`src/rtl/header_insert.sv`:
```
// header_insert: prepends a 1..N byte header to a byte-packed payload stream.
// Latency: one cycle from payload handshake to output beat; one extra tail beat when the header pushes bytes past the last payload beat.
// Backpressure: ready_in follows the output register (free or draining); the output holds stable while valid_out && !ready_out.
//
// Ports:
//   clk, rst                        clock, asynchronous active-high reset
//   valid_in/ready_in, data_in, keep_in, last_in
//                                   payload stream (byte 0 in the MSBs, last keep left-aligned)
//   valid_insert/ready_insert, data_insert, keep_insert
//                                   header (valid bytes in the LSBs, keep right-aligned)
//   valid_out/ready_out, data_out, keep_out, last_out
//                                   merged stream, same byte order as the payload
//   err_keep                        sticky keep-pattern error, present only when
//                                   HEADER_INSERT_KEEP_CHECK_EN is defined
module header_insert #(
  parameter int DATA_WD      = 32,
  parameter int DATA_BYTE_WD = DATA_WD / 8,
  parameter int BYTE_CNT_WD  = $clog2(DATA_BYTE_WD)
) (
  input  logic                    clk,
  input  logic                    rst,
  input  logic                    valid_in,
  input  logic [DATA_WD-1:0]      data_in,
  input  logic [DATA_BYTE_WD-1:0] keep_in,
  input  logic                    last_in,
  output logic                    ready_in,
  input  logic                    valid_insert,
  input  logic [DATA_WD-1:0]      data_insert,
  input  logic [DATA_BYTE_WD-1:0] keep_insert,
  output logic                    ready_insert,
  output logic                    valid_out,
  output logic [DATA_WD-1:0]      data_out,
  output logic [DATA_BYTE_WD-1:0] keep_out,
  output logic                    last_out,
  input  logic                    ready_out
`ifdef HEADER_INSERT_KEEP_CHECK_EN
  ,
  output logic                    err_keep
`endif
);

  // Byte counts run 0..N inclusive, so one bit wider than a byte index.
  localparam int LEN_WD = BYTE_CNT_WD + 1;
  localparam int SH_WD  = LEN_WD + 3;

  typedef enum logic [1:0] {IDLE, STREAM, TAIL} state_t;

  state_t                  state, state_nxt;
  logic [LEN_WD-1:0]       hdr_len;     // H, latched with the header
  logic [DATA_WD-1:0]      carry_dat;   // H bytes held back, right-aligned
  logic [DATA_BYTE_WD-1:0] carry_keep;

  logic                    out_free;
  logic                    hdr_fire, in_fire;
  logic                    load_stream, load_tail;
  logic [LEN_WD-1:0]       ins_len, rem_len;
  logic [SH_WD-1:0]        hdr_sh, rem_sh;
  logic [DATA_BYTE_WD-1:0] merge_keep, nxt_carry_keep, tail_keep;
  logic [DATA_WD-1:0]      merge_dat, nxt_carry_dat, tail_dat;
  logic                    need_tail;

  function automatic logic [LEN_WD-1:0] popcnt(input logic [DATA_BYTE_WD-1:0] k);
    logic [LEN_WD-1:0] c;
    c = '0;
    for (int i = 0; i < DATA_BYTE_WD; i++) c = c + LEN_WD'(k[i]);
    return c;
  endfunction

  // n ones in the low keep bits; n == N yields all ones.
  function automatic logic [DATA_BYTE_WD-1:0] low_keep(input logic [LEN_WD-1:0] n);
    return ~({DATA_BYTE_WD{1'b1}} << n);
  endfunction

  // keep bit i governs data bits [8i+7:8i].
  function automatic logic [DATA_WD-1:0] byte_mask(input logic [DATA_BYTE_WD-1:0] k);
    logic [DATA_WD-1:0] m;
    m = '0;
    for (int i = 0; i < DATA_BYTE_WD; i++) m[8*i +: 8] = {8{k[i]}};
    return m;
  endfunction

  // Datapath: carry goes to the top H byte lanes, the first N-H payload
  // bytes fill the rest, the last H payload bytes become the next carry.
  always_comb begin
    ins_len        = popcnt(keep_insert);
    rem_len        = LEN_WD'(DATA_BYTE_WD) - hdr_len;
    hdr_sh         = {hdr_len, 3'b000};
    rem_sh         = {rem_len, 3'b000};
    merge_keep     = (carry_keep << rem_len) | (keep_in >> hdr_len);
    merge_dat      = ((carry_dat << rem_sh) | (data_in >> hdr_sh)) & byte_mask(merge_keep);
    nxt_carry_keep = keep_in & low_keep(hdr_len);
    nxt_carry_dat  = data_in & byte_mask(nxt_carry_keep);
    // Any payload byte left in the carry after the last beat needs a tail beat.
    need_tail      = |nxt_carry_keep;
    tail_keep      = carry_keep << rem_len;
    tail_dat       = (carry_dat << rem_sh) & byte_mask(tail_keep);
  end

  // FSM next-state and handshakes
  always_comb begin
    state_nxt    = state;
    ready_in     = 1'b0;
    ready_insert = 1'b0;
    load_stream  = 1'b0;
    load_tail    = 1'b0;
    hdr_fire     = 1'b0;
    in_fire      = 1'b0;
    out_free     = !valid_out || ready_out;
    case (state)
      IDLE: begin
        ready_insert = 1'b1;
        if (valid_insert) begin
          hdr_fire  = 1'b1;
          state_nxt = STREAM;
        end
      end
      STREAM: begin
        ready_in = out_free;
        if (valid_in && out_free) begin
          in_fire     = 1'b1;
          load_stream = 1'b1;
          if (last_in) state_nxt = need_tail ? TAIL : IDLE;
        end
      end
      TAIL: begin
        if (out_free) begin
          load_tail = 1'b1;
          state_nxt = IDLE;
        end
      end
      default: state_nxt = IDLE;
    endcase
  end

  always_ff @(posedge clk or posedge rst) begin
    if (rst) state <= IDLE;
    else     state <= state_nxt;
  end

  always_ff @(posedge clk or posedge rst) begin
    if (rst) begin
      hdr_len    <= '0;
      carry_dat  <= '0;
      carry_keep <= '0;
      valid_out  <= 1'b0;
      data_out   <= '0;
      keep_out   <= '0;
      last_out   <= 1'b0;
    end else begin
      if (hdr_fire) begin
        hdr_len    <= ins_len;
        carry_dat  <= data_insert & byte_mask(low_keep(ins_len));
        carry_keep <= low_keep(ins_len);
      end else if (load_stream) begin
        carry_dat  <= nxt_carry_dat;
        carry_keep <= nxt_carry_keep;
      end else if (load_tail) begin
        carry_dat  <= '0;
        carry_keep <= '0;
      end

      if (load_stream) begin
        valid_out <= 1'b1;
        data_out  <= merge_dat;
        keep_out  <= merge_keep;
        last_out  <= last_in && !need_tail;
      end else if (load_tail) begin
        valid_out <= 1'b1;
        data_out  <= tail_dat;
        keep_out  <= tail_keep;
        last_out  <= 1'b1;
      end else if (ready_out) begin
        valid_out <= 1'b0;
      end
    end
  end

`ifdef HEADER_INSERT_KEEP_CHECK_EN
  logic [DATA_BYTE_WD-1:0] inv_keep;
  logic                    ins_bad, last_bad, mid_bad;

  // A mask is right-aligned contiguous iff k & (k+1) == 0; left-aligned iff
  // the same holds for its complement.
  always_comb begin
    inv_keep = ~keep_in;
    ins_bad  = (keep_insert == '0) ||
               ((keep_insert & (keep_insert + DATA_BYTE_WD'(1))) != '0);
    last_bad = (keep_in == '0) ||
               ((inv_keep & (inv_keep + DATA_BYTE_WD'(1))) != '0);
    mid_bad  = (keep_in != '1);
  end

  always_ff @(posedge clk or posedge rst) begin
    if (rst) err_keep <= 1'b0;
    else if ((hdr_fire && ins_bad) || (in_fire && (last_in ? last_bad : mid_bad)))
      err_keep <= 1'b1;
  end
`endif

endmodule

```
`config.mk`:
```
export PLATFORM = sky130hd
export DESIGN_NAME = header_insert
export DESIGN_NICKNAME = d
export VERILOG_FILES = /design/src/rtl/header_insert.sv
export SDC_FILE = /design/constraint.sdc
export NUM_CORES = 1
export LEC_CHECK = 0
export CORE_ASPECT_RATIO = 1.25
export CORE_MARGIN = 5
export CORE_UTILIZATION = 40
export DETAILED_ROUTE_END_ITERATION = 16
export PLACE_DENSITY = 0.66
export SLEW_MARGIN = 10
export SYNTH_ARGS = -nofsm -noshare
export SYNTH_HDL_FRONTEND = slang
export SYNTH_SLANG_ARGS = --single-unit
export TNS_END_PERCENT = 1
```
`constraint.sdc`:
```
create_clock -name clk -period 4.92 [get_ports clk]
set_input_delay 1.23 -clock clk [delete_from_list [all_inputs] [get_ports clk]]
set_output_delay 1.23 -clock clk [all_outputs]
set_load 0.02 [all_outputs]
```
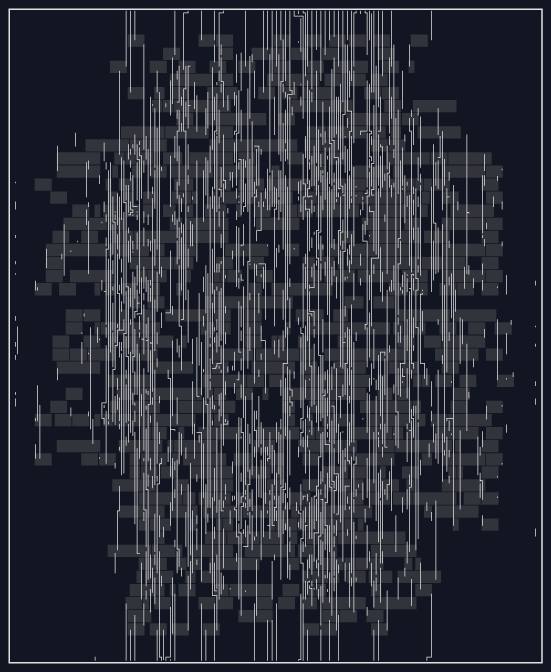
**Above:** M2 wires.
wire length on this layer: 8040 um
longest straight run: 70.7 um
main direction: vertical
nets with wire on the layer: 562
Via Count: 4681
drt total wl: 17000 um
met2 track demand over resource: 35.7%

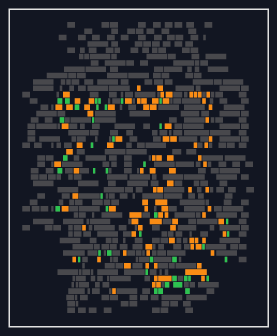
**Above:** gate-type map.
[aoi and oai cells] orange | cells: 96
[nand cells] green | cells: 43
fraction of area in multi-input gates: 42.5%
Finished Layout Cells: 759
most common cell after layout, fill and taps aside: clkdlybuf4s50_1

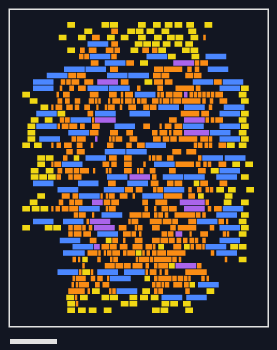
**Above:** cells colored by class.
Scale bar: 20 um.
[sequential cells] blue | cells: 79 | share of their area: 31%
[remaining logic cells] orange | cells: 368 | share of their area: 45%
[clock drivers and dummy loads] purple | cells: 16 | share of their area: 5.0%
[remaining buffers and delay cells] yellow | cells: 128 | share of their area: 20%
Core ar.: 12500 um2
post-layout utilization of the core: 52.8%
flop share of the area: 29.8%
num rows: 46
finished layout cell area: 6630 um2

==> impl_metrics.json <==
{
  "top_cells_by_count": "dfrtp_1, a221o_1, nor2_1",
  "timing.critical_path.arrival_ns": 2.72,
  "worst-path-max-fanout": 11,
  "result_of_the_run": "complete, no violations",
  "worstSetupEndpoint": "ready_in",
  "layout.area.seq_um2": 1980,
  "synth.cell_area_um2": 5050,
  "cp_data_required_time_ns": 3.69,
  "cts_setup_buffers": 0,
  "final.clkbuf_count": 11,
  "hold_crit_endpoint": "data_out[16]$_DFFE_PP0P_",
  "largestRegisters": "carry_dat (32), data_out (32)",
  "synth-async-reset-ratio_pct": 100,
  "worstSetupStartpointType": "input pin",
  "edf_count": 0,
  "reg2reg_setup_slack_ns": 1.41,
  "post_route_cells_drive_above_1_share_pct": 11.3,
  "grtUsageMet1_pct": 29.3,
  "n_all_buffers": 128,
  "postSynthRegisterBits": 79,
  "drcViolationCount": 0,
  "cts_buffers": 9,
  "finish.net_count": 671,
  "remaining_antenna_violation_count_after_routing": 0,
  "htreeDepth": 3,
  "setup_repair_after_global_routing_missed_its_margin": "false"
}
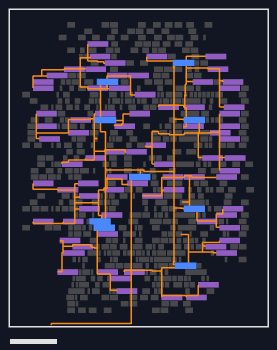
**Above:** clock network drawn from the DEF.
Scale bar: 20 um.
[clock-net drivers] blue | count: 9
[flip-flops] purple | count: 79
[clock wires] orange | length: 1120 um
routed clock nets: 10
Clock Latency Late Sink: 0.34 ns
clock group total power: 0.736 mW
Clock power frac: 17.2%
clock skew after layout: 0.00623 ns

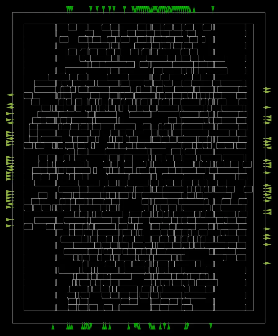
**Above:** placed standard cells.
Tapcells: 168
fill count: 1176
count of sequential standard cells: 79

==> stage by stage <==
step                cell area (um2)  worst slack, ns  total power [mW]
floorplan                      5050             1.67              2.76
global placement               6310            0.998              3.45
detailed placement             6310            0.973              3.50
CTS                            6630            0.968              4.24
global route                   6630            0.909              4.51
finish                         6630            0.971              4.26
==> where the power goes <==
part           leakage (nW)  switching (mW)  total (mW)  internal (mW)
registers              1.04           0.257        1.16          0.898
clock network         0.156           0.277       0.736          0.459
logic                  1.61            1.37        2.37           1.00
==> worst max-delay path, stage by stage <==
cell and delay, ns:
clkdlybuf4s50_1 0.47, nor2b_1 0.05, buf_4 0.18, nor2_1 0.16, clkdlybuf4s50_1 0.63
No activity file was given, so power comes from the tool's default toggle rates.
